`config.mk`:
```
export PLATFORM = sky130hd
export DESIGN_NAME = x_dl_cal_ctrl_flat
export DESIGN_NICKNAME = d
export VERILOG_FILES = /design/src/rtl/x_dl_cal_ctrl_pkg.sv /design/src/rtl/x_dl_cal_ctrl_if.sv /design/src/rtl/x_dl_cal_ctrl_edge_enc.sv /design/src/rtl/x_dl_cal_ctrl.sv /design/src/flat_wrapper.sv
export SDC_FILE = /design/constraint.sdc
export NUM_CORES = 1
export LEC_CHECK = 0
export ABC_AREA = 1
export CORE_MARGIN = 4
export CORE_UTILIZATION = 46
export CTS_BUF_LIST = sky130_fd_sc_hd__clkbuf_8
export DETAILED_ROUTE_END_ITERATION = 7
export PLACE_DENSITY_LB_ADDON = 0.25
export REMOVE_ABC_BUFFERS = 1
export SYNTH_ARGS = -nofsm -noshare
export SYNTH_HDL_FRONTEND = slang
export SYNTH_HIERARCHICAL = 1
export SYNTH_SLANG_ARGS = --single-unit
```
`constraint.sdc`:
```
create_clock -name i_clk -period 2.2 [get_ports i_clk]
set_clock_uncertainty 0.2 [all_clocks]
set_input_delay 0.22 -clock i_clk [delete_from_list [all_inputs] [get_ports i_clk]]
set_output_delay 0.22 -clock i_clk [all_outputs]
set_load 0.02 [all_outputs]
```
`src/rtl/x_dl_cal_ctrl_pkg.sv`:
```
// Shared types and width helpers for the delay-line calibration controller.
// The UART result formatter imports this package as well.
package x_dl_pkg;

  typedef enum logic [1:0] {
    IDLE  = 2'd0,
    FLUSH = 2'd1,
    ACCUM = 2'd2,
    DONE  = 2'd3
  } dl_cal_state_t;

  // Width of an encoded edge position (tap index).
  function automatic int f_pos_w(input int taps);
    return $clog2(taps);
  endfunction

  // Width of the edge-position accumulator: never overflows for 2**log2n edges.
  function automatic int f_sum_w(input int taps, input int log2n);
    return $clog2(taps) + log2n;
  endfunction

endpackage

```
`src/rtl/x_dl_cal_ctrl_if.sv`:
```
// Result channel of the calibration controller.
// Handshake: the master raises o_valid with the result fields stable and keeps
// them unchanged until a cycle where o_valid && i_ready; that cycle is the
// transfer. o_valid never falls without such a transfer. i_ready may toggle freely.
interface x_dl_cal_ctrl_if #(
  parameter int P_W  = 8,
  parameter int P_MW = 10
);
  logic            o_valid;
  logic            i_ready;
  logic            o_err;
  logic [P_W-1:0]  o_min;
  logic [P_W-1:0]  o_max;
  logic [P_W-1:0]  o_mean;
  logic [P_MW-1:0] o_misses;

  modport master (
    output o_valid, o_err, o_min, o_max, o_mean, o_misses,
    input  i_ready
  );

  modport slave (
    input  o_valid, o_err, o_min, o_max, o_mean, o_misses,
    output i_ready
  );
endinterface

```
`src/rtl/x_dl_cal_ctrl_edge_enc.sv`:
```
// Registered first-transition encoder for a tapped delay-line snapshot.
// o_pos is the smallest i (1..P_TAPS-1) where tap i differs from tap i-1;
// either polarity counts. One cycle latency.
module x_dl_edge_enc #(
  parameter int P_TAPS = 256,
  parameter int P_W    = $clog2(P_TAPS)
) (
  input  logic              i_clk,
  input  logic              i_nrst,
  input  logic [P_TAPS-1:0] i_data,
  output logic [P_W-1:0]    o_pos,
  output logic              o_hit
);

  logic [P_TAPS-2:0] w_diff;
  logic [P_W-1:0]    w_pos;
  logic              w_hit;
  logic [P_W-1:0]    r_pos;
  logic              r_hit;

  assign w_diff = i_data[P_TAPS-1:1] ^ i_data[P_TAPS-2:0];

  // Priority encode: scanning downward leaves the lowest set difference bit.
  always_comb begin
    w_pos = '0;
    w_hit = 1'b0;
    for (int i = P_TAPS - 2; i >= 0; i--) begin
      if (w_diff[i]) begin
        w_pos = P_W'(i + 1);
        w_hit = 1'b1;
      end
    end
  end

  // Register the encoded result.
  always_ff @(posedge i_clk or negedge i_nrst) begin
    if (!i_nrst) begin
      r_pos <= '0;
      r_hit <= 1'b0;
    end else begin
      r_pos <= w_pos;
      r_hit <= w_hit;
    end
  end

  assign o_pos = r_pos;
  assign o_hit = r_hit;

endmodule

```
`src/rtl/x_dl_cal_ctrl.sv`:
```
// Delay-line calibration controller: accumulates 2**P_LOG2_N edge positions
// and presents min/max/mean/miss count over a valid/ready result channel.
module x_dl_cal_ctrl
  import x_dl_pkg::*;
#(
  parameter int P_TAPS   = 256,
  parameter int P_LOG2_N = 8,
  parameter int P_TO_MUL = 2
) (
  input  logic              i_clk,
  input  logic              i_nrst,
  input  logic              i_start,
  input  logic [P_TAPS-1:0] i_data,
  output logic              o_busy,
  output logic [1:0]        o_dbg_state,
  x_dl_cal_ctrl_if.master   res
);

  localparam int W  = f_pos_w(P_TAPS);
  localparam int SW = f_sum_w(P_TAPS, P_LOG2_N);
  localparam int HW = P_LOG2_N + 1;
  localparam int MW = P_LOG2_N + 2;
  localparam int CW = $clog2(P_TO_MUL * (2 ** P_LOG2_N) + 1);

  localparam logic [1:0] ST_IDLE  = IDLE;
  localparam logic [1:0] ST_FLUSH = FLUSH;
  localparam logic [1:0] ST_ACCUM = ACCUM;
  localparam logic [1:0] ST_DONE  = DONE;

  localparam logic [HW-1:0] HIT_TGT = HW'(1) << P_LOG2_N;
  localparam logic [CW-1:0] CYC_TGT = CW'(P_TO_MUL) << P_LOG2_N;

  logic [W-1:0]  w_pos;
  logic          w_hit;

  logic [1:0]    r_state;
  logic          r_flush2;
  logic [SW-1:0] r_sum;
  logic [W-1:0]  r_min_acc;
  logic [W-1:0]  r_max_acc;
  logic [MW-1:0] r_miss_acc;
  logic [HW-1:0] r_hit_cnt;
  logic [CW-1:0] r_cyc_cnt;

  logic          r_err;
  logic [W-1:0]  r_min;
  logic [W-1:0]  r_max;
  logic [W-1:0]  r_mean;
  logic [MW-1:0] r_misses;

  logic [SW-1:0] w_sum_nx;
  logic [W-1:0]  w_min_nx;
  logic [W-1:0]  w_max_nx;
  logic [MW-1:0] w_miss_nx;
  logic [HW-1:0] w_hit_nx;
  logic [CW-1:0] w_cyc_nx;
  logic          w_success;
  logic          w_timeout;

  x_dl_edge_enc #(.P_TAPS(P_TAPS), .P_W(W)) u_enc (
    .i_clk  (i_clk),
    .i_nrst (i_nrst),
    .i_data (i_data),
    .o_pos  (w_pos),
    .o_hit  (w_hit)
  );

  // Accumulator values after folding in the current encoder output.
  always_comb begin
    w_sum_nx  = r_sum;
    w_min_nx  = r_min_acc;
    w_max_nx  = r_max_acc;
    w_miss_nx = r_miss_acc;
    w_hit_nx  = r_hit_cnt;
    w_cyc_nx  = r_cyc_cnt + 1'b1;
    if (w_hit) begin
      w_sum_nx = r_sum + SW'(w_pos);
      w_hit_nx = r_hit_cnt + 1'b1;
      if (w_pos < r_min_acc) w_min_nx = w_pos;
      if (w_pos > r_max_acc) w_max_nx = w_pos;
    end else if (r_miss_acc != '1) begin
      w_miss_nx = r_miss_acc + 1'b1;
    end
    w_success = (w_hit_nx == HIT_TGT);
    w_timeout = (w_cyc_nx == CYC_TGT);
  end

  // Run FSM, accumulators and registered result fields.
  always_ff @(posedge i_clk or negedge i_nrst) begin
    if (!i_nrst) begin
      r_state    <= ST_IDLE;
      r_flush2   <= 1'b0;
      r_sum      <= '0;
      r_min_acc  <= '1;
      r_max_acc  <= '0;
      r_miss_acc <= '0;
      r_hit_cnt  <= '0;
      r_cyc_cnt  <= '0;
      r_err      <= 1'b0;
      r_min      <= '0;
      r_max      <= '0;
      r_mean     <= '0;
      r_misses   <= '0;
    end else begin
      case (r_state)
        ST_IDLE: begin
          if (i_start) begin
            r_state  <= ST_FLUSH;
            r_flush2 <= 1'b0;
          end
        end
        ST_FLUSH: begin
          // Two cycles: the encoder output still reflects pre-start data.
          r_sum      <= '0;
          r_min_acc  <= '1;
          r_max_acc  <= '0;
          r_miss_acc <= '0;
          r_hit_cnt  <= '0;
          r_cyc_cnt  <= '0;
          r_flush2   <= 1'b1;
          if (r_flush2) r_state <= ST_ACCUM;
        end
        ST_ACCUM: begin
          r_sum      <= w_sum_nx;
          r_min_acc  <= w_min_nx;
          r_max_acc  <= w_max_nx;
          r_miss_acc <= w_miss_nx;
          r_hit_cnt  <= w_hit_nx;
          r_cyc_cnt  <= w_cyc_nx;
          if (w_success || w_timeout) begin
            r_state  <= ST_DONE;
            r_err    <= !w_success;
            r_min    <= (w_hit_nx == '0) ? '0 : w_min_nx;
            r_max    <= w_max_nx;
            r_mean   <= W'(w_sum_nx >> P_LOG2_N);
            r_misses <= w_miss_nx;
          end
        end
        default: begin
          if (res.i_ready) r_state <= ST_IDLE;
        end
      endcase
    end
  end

  assign o_busy       = (r_state != ST_IDLE);
  assign o_dbg_state  = r_state;
  assign res.o_valid  = (r_state == ST_DONE);
  assign res.o_err    = r_err;
  assign res.o_min    = r_min;
  assign res.o_max    = r_max;
  assign res.o_mean   = r_mean;
  assign res.o_misses = r_misses;

endmodule

```
`src/flat_wrapper.sv`:
```
// flat-port wrapper written by rule: the top's interface ports become plain ports
module x_dl_cal_ctrl_flat import x_dl_pkg::*;
#(
  parameter int P_TAPS   = 256,
  parameter int P_LOG2_N = 8,
  parameter int P_TO_MUL = 2
)
  (i_clk, i_nrst, i_start, i_data, o_busy, o_dbg_state, res_o_valid, res_o_err, res_o_min, res_o_max, res_o_mean, res_o_misses, res_i_ready);
  x_dl_cal_ctrl_if #(.P_W((4)), .P_MW((4))) res_i ();
  input  logic i_clk;
  input  logic i_nrst;
  input  logic i_start;
  input  logic [P_TAPS-1:0] i_data;
  output logic o_busy;
  output logic [1:0] o_dbg_state;
  output wire logic [$bits(res_i.o_valid)-1:0] res_o_valid;
  output wire logic [$bits(res_i.o_err)-1:0] res_o_err;
  output wire logic [$bits(res_i.o_min)-1:0] res_o_min;
  output wire logic [$bits(res_i.o_max)-1:0] res_o_max;
  output wire logic [$bits(res_i.o_mean)-1:0] res_o_mean;
  output wire logic [$bits(res_i.o_misses)-1:0] res_o_misses;
  input wire logic [$bits(res_i.i_ready)-1:0] res_i_ready;
  assign res_o_valid = res_i.o_valid;
  assign res_o_err = res_i.o_err;
  assign res_o_min = res_i.o_min;
  assign res_o_max = res_i.o_max;
  assign res_o_mean = res_i.o_mean;
  assign res_o_misses = res_i.o_misses;
  assign res_i.i_ready = res_i_ready;
  x_dl_cal_ctrl #(.P_TAPS(P_TAPS), .P_LOG2_N(P_LOG2_N), .P_TO_MUL(P_TO_MUL)) u_core (.i_clk(i_clk), .i_nrst(i_nrst), .i_start(i_start), .i_data(i_data), .o_busy(o_busy), .o_dbg_state(o_dbg_state), .res(res_i));
endmodule
```
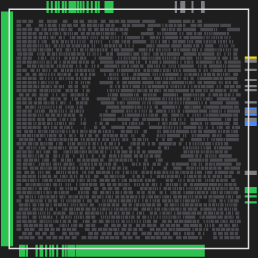
*Pin map, run 1*
(1.5 px per um) Pins as bars across the die edge, other pins in grey.
- yellow: o_busy (pins 1; direction output; edge right)
- green: i_data (pins 256; direction input; edge 115 left, 112 bottom, 24 top, 5 right)
- blue: res_o_mean (pins 4; direction output; edge right)
- all pins by edge: 115 left, 112 bottom, 31 top, 23 right

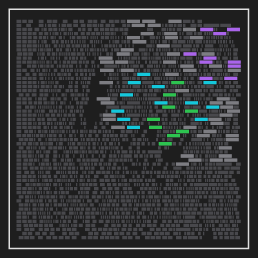
*Sequential cells grouped by signal name, run 1*
(1.5 px per um) Other sequential cells in the stronger grey, the rest of the logic in the fainter grey.
- purple: u_core/r_cyc_cnt (placed flops 10; where upper right)
- cyan: u_core/r_sum (placed flops 12)
- green: u_core/r_hit_cnt (placed flops 9)
- not coloured: 55

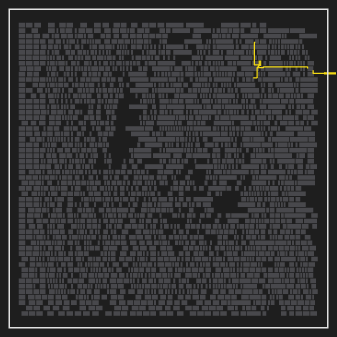
*Nets reached from selected ports, run 1*
(2 px per um)
- yellow: o_busy (direction output; end cells 1; buffers 1; wire 58.0 um)
Port-buffer cells: 280
I/O pins: 281

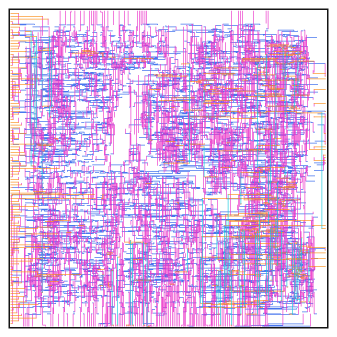
*Metal layers overlaid, run 1*
(2 px per um)
- cyan: metal 4 (wire length 1860 um)
- blue: metal 1 (wire length 14600 um)
- orange: metal 3 (wire length 2620 um)
- magenta: metal 2 (wire length 20.1 mm)
GRT Total Usage: 29.9%
via count: 13600
Total Wirelength: 39.1 mm
DR WL/cell: 14.7 um

==> run_results.csv <==
group,metric,value,unit
outcome,status,"finished with violations",
outcome,violations,"setup timing",
logic_synthesis,topCellsByArea,"nand2_1 (23%), xnor2_1 (21%), dfrtp_1 (19%)",
sta,report.final.hold_viol_count,0,
sta,setup_viol,29,
worst_hold_path,min_path_type,"input port to asynchronous set/reset pin",
layout,mostFrequentLayoutCell,"nand2_1",
logic_synthesis,yosysUniqueCellTypes,56,
logic_synthesis,synth-seq-area-share,20.7,%
layout,clock_buffers,9,
floorplan,core,0.0220,mm^2
layout,comb-cell-share,46.8,%
grt,grt_pass1_wl,61.8,mm
sta,fmax,71.0,MHz
logic_synthesis,ys_cells,1660,
power_and_ir_drop,power_leakage,8.21,nW
layout,clockNetworkAreaShare,1.20,%
logic_synthesis,top_cell,"nand2_1",
layout,fin_area,0.0178,mm^2
logic_synthesis,avgSynthCellArea,6.28,um^2
layout,largest_class,"logic gates",
worst_setup_path,cp_slowest_cell,"dlygate4sd2_1",
logic_synthesis,yosysWarnings,6,
grt,grt_start_max_net_pins,43,
cts,cts-resized-gates,75,
flow_run,openroad.warnings,30,
placed_design,gp_congestion,0.960,
floorplan,die_x,159,um
worst_setup_path,start_kind,"input port",
floorplan,die-area,0.0251,mm^2
logic_synthesis,ys_top_logic_family,"simple AND/OR/NAND/NOR gates",
layout,diodes,0,
worst_setup_path,crit_top_cell,"nand2_1",
worst_setup_path,max_stage_delay,0.34,ns
logic_synthesis,simple_gate_share,37.5,%
layout,nNonClkInverters,147,
grt,gr-usage-met3,5.90,%
floorplan,fp-utilization,47.3,%
worst_setup_path,crit_path_end_kind,"flop",
layout,nFillCells,1476,
flow_run,cap_violations,0,
layout,combGateArea,0.00831,mm^2
logic_synthesis,synth-area-yosys,0.0104,mm^2
logic_synthesis,postSynthCellCount,1660,
grt,grt_busiest_layer,"met2",
sta,maxSlewViolCount,0,
grt,met2_usage,55.4,%
layout,seq_area,0.00217,mm^2
routing,dr_wl_met2,20.1,mm
power_and_ir_drop,irDropWorstVdd,367,uV
cts,htreeDepth,3,
placed_design,placed_cells,2598,
routing,wl_met1,14.6,mm
routing,via_per_inst,5.11,
logic_synthesis,async_reset_ff_share,100,%
logic_synthesis,synth.top_cell.area_share,22.8,%
placed_design,dp_slack,-12.28,ns
sta,min_period,14.08,ns
floorplan,die_y,159,um
logic_synthesis,synth-xor-area-share,22.2,%
grt,grt.met1_usage,32.6,%
floorplan,taps,280,
floorplan,num_rows,54,
logic_synthesis,muxShareOfSynthArea,0,%
sta,timing.hold.ws,0.111,ns
layout,lay_top_cells,"nand2_1 (596), buf_4 (437), clkdlybuf4s50_1 (266), xnor2_1 (248), nor2_1 (156)",
sta,period_used_share,640,%
cts,post-cts-setup-buffers,71,
grt,grt_pass1_vias,13600,
sta,worstMarginPinSlew,0.685,ns
layout,finalNetCount,2675,
logic_synthesis,edf_count,0,
layout,comb_cells,1417,
routing,ant_nets,0,
layout,seq_share,12.2,%
logic_synthesis,synth_adder_area_share,3.79,%
placed_design,dpl_cell_area,0.0164,mm^2
worst_setup_path,worstPathArrival,14.14,ns
sta,slew_headroom,53.9,%
worst_setup_path,r2r_slack,-0.18,ns
sta,rsz0062_at_grt,"yes",
routing,wl_met3,2.62,mm
cts,hold_buffers,1,
cts,numCtsBuffers,9,
layout,buffers_excl_clock,723,
cts,clk_pin_slew,0.09,ns
cts,insertion_delay,0.38,ns
power_and_ir_drop,power.total,0.00860,W
logic_synthesis,synth.cell_area,0.0104,mm^2
routing,first_iter_violations,925,
layout,syn_to_final_growth,70.5,%
sta,setup_ws,-11.88,ns
routing,drc_errors,0,
logic_synthesis,top_area_cell,"nand2_1",
cts,cts.sink_count,86,
cts,cts_tree,"yes",
cts,cts_root_buffer,"clkbuf_8",
worst_setup_path,crit_type,"input port to flop",
layout,seq_cell_count,86,
layout,drive_above_1_share,26.2,%
logic_synthesis,synthTopCellsByCount,"nand2_1 (633), xnor2_1 (255), nor2_1 (164), inv_1 (142), dfrtp_1 (78)",
layout,final_cell_count_no_fill,2669,
grt,antenna_found_initial,0,
logic_synthesis,synthFlopType,"dfrtp_1",
routing,top_layer,"met4",
worst_setup_path,cp_max_fo,2,
worst_setup_path,worstPathRequired,2.27,ns
power_and_ir_drop,power_density,484,mW/mm^2
cts,cts_max_path_buffers,2,
grt,grt_overflow,0,
layout,area_share_nonclk_buffers,34.8,%
[run 1: power by group]
group / total (W) / switching (W) / leakage (nW) / internal [W]
sequential: 0.00194 / 0.000134 / 1.15 / 0.00181
clock: 0.00123 / 0.000593 / 0.110 / 0.000633
combinational: 0.00543 / 0.00283 / 6.95 / 0.00260
[run 1: stage by stage]
| step | setup TNS [ns] | util (%) |
|---|---|---|
| after global routing | -50.44 | 80.7 |
| after CTS | -62.22 | 78.6 |
| final | -41.37 | 80.7 |
| after detailed placement | -31.26 | 74.6 |
| after global placement | -29.51 | 74.6 |
| after floorplan | -24.21 | - |
[run 1: state kept, by name, indices dropped and copies added, names as in the netlist, 8 cells and up]
| register | flops |
|---|---|
| u_core/u_enc/o_pos | 8 |
| u_core/r_cyc_cnt | 10 |
| u_core/r_miss_acc | 10 |
| u_core/r_hit_cnt | 9 |
| u_core/r_sum | 12 |
| u_core/r_min_acc | 8 |
| u_core/r_max_acc | 8 |
[run 1: path summary, 6_finish.rpt]
check,start,to,depth (start not counted)
max in group asynchronous,i_nrst,u_core/u_enc/o_pos[1]$_DFF_PN0_,3
worst min-delay path,i_nrst,u_core/r_mean[1]$_DFFE_PN0P_,2
worst min register to register,u_core/r_max[1]$_DFFE_PN0P_,u_core/r_max[1]$_DFFE_PN0P_,2
worst max-delay path,i_data[247],u_core/u_enc/o_pos[0]$_DFF_PN0_,250
min in group i_clk,u_core/r_max[1]$_DFFE_PN0P_,u_core/r_max[1]$_DFFE_PN0P_,2
worst max register to register,u_core/r_cyc_cnt[2]$_DFFE_PN0P_,u_core/r_min[2]$_DFFE_PN0P_,12
[run 1: worst max-delay path, delay by kind of cell]
family | cells | cell delay [ns]
xor gates and xnor gates | 1 | 0.21
buffers and inverters | 1 | 0.34
and+or+nand+nor | 248 | 13.28
Power and IR drop assume default switching activity.
